--- src/rtl/seq_det_pkg.sv ---
// Shared types and helpers for the parametrised serial sequence detector.
package seq_det_pkg;

  localparam int MAX_LEN = 8;

  typedef logic [$clog2(MAX_LEN+1)-1:0] len_t;
  typedef logic [MAX_LEN-1:0]           pat_t;

  // Bit i is set when history bit i takes part in the pattern compare.
  function automatic pat_t len_mask(input len_t len);
    pat_t m;
    for (int i = 0; i < MAX_LEN; i++) begin
      m[i] = (len_t'(i) < len);
    end
    return m;
  endfunction

endpackage

--- src/rtl/sat_counter.sv ---
// Saturating up-counter; holds at all-ones once reached.
module sat_counter #(
  parameter int W = 8
) (
  input  logic         clock,
  input  logic         reset,
  input  logic         inc,
  output logic [W-1:0] count
);

  logic [W-1:0] count_q;
  logic [W-1:0] count_d;

  always_comb begin
    count_d = count_q;
    if (inc && (count_q != {W{1'b1}})) begin
      count_d = count_q + W'(1);
    end
  end

  always_ff @(posedge clock) begin
    if (reset) begin
      count_q <= '0;
    end else begin
      count_q <= count_d;
    end
  end

  assign count = count_q;

endmodule

--- src/rtl/seq_detector_param.sv ---
// Runtime-programmable serial pattern detector with overlap control,
// configuration validation and a saturating match counter.
module seq_detector_param
  import seq_det_pkg::*;
#(
  parameter int                   MAX_LEN         = seq_det_pkg::MAX_LEN,
  parameter int                   DEFAULT_LEN     = 4,
  parameter logic [MAX_LEN-1:0]   DEFAULT_PATTERN = MAX_LEN'(8'b0000_1101),
  parameter int                   CNT_W           = 8,
  localparam int                  LEN_W           = $clog2(MAX_LEN+1)
) (
  input  logic               clock,
  input  logic               reset,
  input  logic               in_valid,
  input  logic               in_bit,
  input  logic               cfg_load,
  input  logic [MAX_LEN-1:0] cfg_pattern,
  input  logic [LEN_W-1:0]   cfg_len,
  input  logic               cfg_overlap,
  output logic               match,
  output logic [CNT_W-1:0]   match_count,
  output logic               cfg_err
);

  logic [MAX_LEN-1:0] hist_q, hist_d;
  logic [LEN_W-1:0]   fill_q, fill_d;
  logic [MAX_LEN-1:0] pat_q, pat_d;
  logic [LEN_W-1:0]   len_q, len_d;
  logic               ovl_q, ovl_d;
  logic               match_q, match_d;
  logic               err_q, err_d;

  logic [MAX_LEN-1:0] hist_sh;
  logic [MAX_LEN-1:0] mask;
  logic [LEN_W-1:0]   fill_inc;
  logic               cfg_ok;
  logic               hit;

  always_comb begin
    for (int i = 0; i < MAX_LEN; i++) begin
      mask[i] = (LEN_W'(i) < len_q);
    end
  end

  assign cfg_ok   = (cfg_len != '0) && (cfg_len <= LEN_W'(MAX_LEN));
  assign hist_sh  = {hist_q[MAX_LEN-2:0], in_bit};
  assign fill_inc = (fill_q >= len_q) ? len_q : fill_q + LEN_W'(1);
  // Only the low len bits of history take part; older bits are don't-care.
  assign hit      = (fill_inc == len_q) && (((hist_sh ^ pat_q) & mask) == '0);

  always_comb begin
    hist_d  = hist_q;
    fill_d  = fill_q;
    pat_d   = pat_q;
    len_d   = len_q;
    ovl_d   = ovl_q;
    match_d = 1'b0;
    err_d   = 1'b0;
    if (cfg_load) begin
      if (cfg_ok) begin
        pat_d  = cfg_pattern;
        len_d  = cfg_len;
        ovl_d  = cfg_overlap;
        hist_d = '0;
        fill_d = '0;
      end else begin
        err_d = 1'b1;
      end
    end else if (in_valid) begin
      hist_d  = hist_sh;
      match_d = hit;
      // Non-overlapping mode restarts the fill so the next match needs len new bits.
      fill_d  = (hit && !ovl_q) ? '0 : fill_inc;
    end
  end

  always_ff @(posedge clock) begin
    if (reset) begin
      hist_q  <= '0;
      fill_q  <= '0;
      pat_q   <= DEFAULT_PATTERN;
      len_q   <= LEN_W'(DEFAULT_LEN);
      ovl_q   <= 1'b1;
      match_q <= 1'b0;
      err_q   <= 1'b0;
    end else begin
      hist_q  <= hist_d;
      fill_q  <= fill_d;
      pat_q   <= pat_d;
      len_q   <= len_d;
      ovl_q   <= ovl_d;
      match_q <= match_d;
      err_q   <= err_d;
    end
  end

  // Counter advances on the same edge that raises match.
  sat_counter #(
    .W(CNT_W)
  ) u_cnt (
    .clock (clock),
    .reset (reset),
    .inc   (match_d),
    .count (match_count)
  );

  assign match   = match_q;
  assign cfg_err = err_q;

endmodule
--- config.mk ---
export PLATFORM = sky130hd
export DESIGN_NAME = seq_detector_param
export DESIGN_NICKNAME = d
export VERILOG_FILES = /design/src/rtl/seq_det_pkg.sv /design/src/rtl/sat_counter.sv /design/src/rtl/seq_detector_param.sv
export SDC_FILE = /design/constraint.sdc
export NUM_CORES = 1
export LEC_CHECK = 0
export CAP_MARGIN = 20
export CORE_MARGIN = 2
export CORE_UTILIZATION = 48
export CTS_CLUSTER_DIAMETER = 150
export CTS_CLUSTER_SIZE = 12
export DETAILED_ROUTE_END_ITERATION = 7
export HOLD_SLACK_MARGIN = 0.12
export PLACE_DENSITY = 0.75
export SLEW_MARGIN = 15
export SYNTH_ARGS = -nofsm -noshare
export SYNTH_HDL_FRONTEND = slang
export SYNTH_SLANG_ARGS = --single-unit
--- constraint.sdc ---
create_clock -name clock -period 2.8 [get_ports clock]
set_clock_uncertainty 0.1 [all_clocks]
set_input_delay 0.42 -clock clock [delete_from_list [all_inputs] [get_ports clock]]
set_output_delay 0.42 -clock clock [all_outputs]
set_load 0.02 [all_outputs]
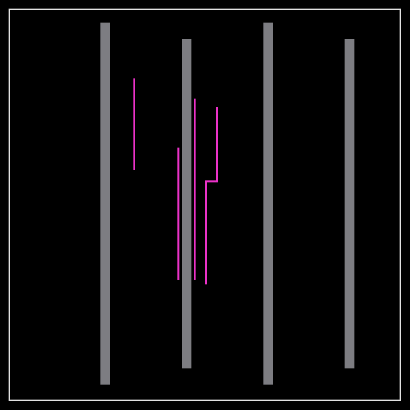
layer_met4.png
(6 px per µm) Supply wires on this layer in grey.
The wires run mostly vertical. 4 nets have wire on it. The layer holds 2.5% of the routed length. The longest straight run is 29.9 µm. The layer carries 97.7 µm of wire.
vias after detailed routing: 1651
final wirelength: 3960 µm

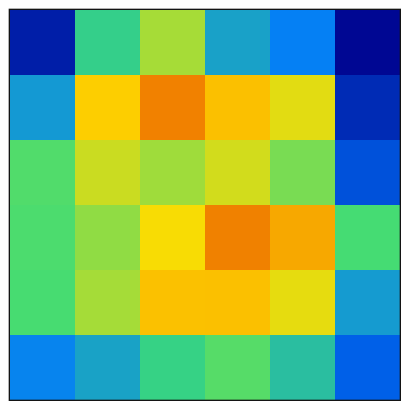
cell_density.png
(6 px per µm) The die is cut into 6 by 6 equal tiles; dark blue is low, red is high, 0 to 100% covered.
The emptiest ninth of the die: north-east. 19% of the tiles are over 75% full. The densest ninth of the die: centre. 2.8% of the tiles are nearly empty. The mean over all tiles is 52%.
Util after Layout: 62.4%
fp_density: 49.4%
Core ar.: 0.00361 mm²

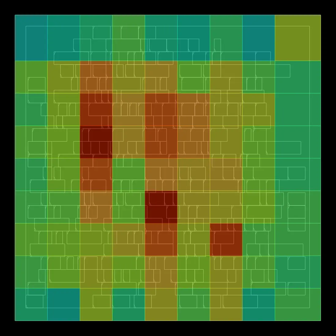
congestion.png
Global Route met3 Usage: 3.30%
global route hottest layer: met2

==> flow_summary.yaml <==
# yosys + openroad results
clock_network:
  htree_levels: 2
  cts_buffers: 5
  clock_latency_ns: 0.29
  cts.clk_slew.worst_paths_ns: 0.07
  cts_tree: "done"
  clkSinkCount: 34
synthesis:
  syn_area_mm2: 0.00178
  synthesis.instances: 218
  yosys_area_mm2: 0.00178
  muxShareOfSynthArea_pct: 3.51
  synth_seq_share_pct: 38.2
  xor_share_pct: 7.37
  syn_avg_cell_area_um2: 8.17
floorplan:
  design.portCount: 28
  die_h_um: 64.9
  die_w_um: 64.9
  dieArea_mm2: 0.00422
final_layout:
  register_area_um2: 681
  lay_top_count: "nand2_1"
  area_growth_pct: 26.2
  fillers: 330
  diodes: 0
pwr:
  total_power_uw: 1060
  clkPwrFrac_pct: 35.9
  switching_share_pct: 26.4
  power.internal_uw: 779
  p_seq_uw: 511
timing:
  max_freq_mhz: 372
  fin_crit_sh_pct: 96.0
  setup_slack_ns: 0.113
global_routing:
  grt_pass1_vias: 1538
  grtUsageTotal_pct: 20.9
setup_path:
  startpoint: "len_q[0]$_SDFFE_PP0P_"
  cp_cell_sequence: "or4_1 > a221o_1 > or4_4 > nor4_1 > mux2_2"
  cp_num_buf_inv: 0
  rrSetupSlack_ns: 0.11
  startpoint_type: "flip-flop"
  crit_type: "reg -> reg"
  path_max_fanout: 9
min_path:
  hold_path_class: "reg -> reg"
  min_path_cells: 2
  worstHoldEndpoint: "pat_q[6]$_SDFFE_PP0P_"
drt:
  dr.pass1.iters: 4
  drt_iter0_drc: 74
place:
  portBuffers: 27
  dp.cells: 296
outcome:
  status: "finished, final reports clean"
## area by class of cell
| cell class | instances | area share (%) |
|---|---|---|
| multi-input cells | 167 | 45.5 |
| flip-flops and latches | 34 | 30.3 |
| repair buffers | 40 | 16.4 |
| clock buffers | 7 | 3.84 |
| well taps | 48 | 2.67 |
| inverters | 7 | 1.17 |
| clock inverters | 1 | 0.223 |
## state kept, by name, summed over array words and instances, names as in the netlist
register     flops
cfg_err          1
pat_q            8
hist_q           7
fill_q           4
u_cnt.count      8
len_q            4
match            1
ovl_q            1
## routing by layer
layer	global-route usage, %	vias up	share of wire, %
met5	0	-	0
met1	28.0	763	49
li1	-	844	-
met3	3.30	11	4.1
met4	10.4	0	2.4
met2	32.6	33	44
Power figures rest on the tool's default switching activity, not on a simulated workload.
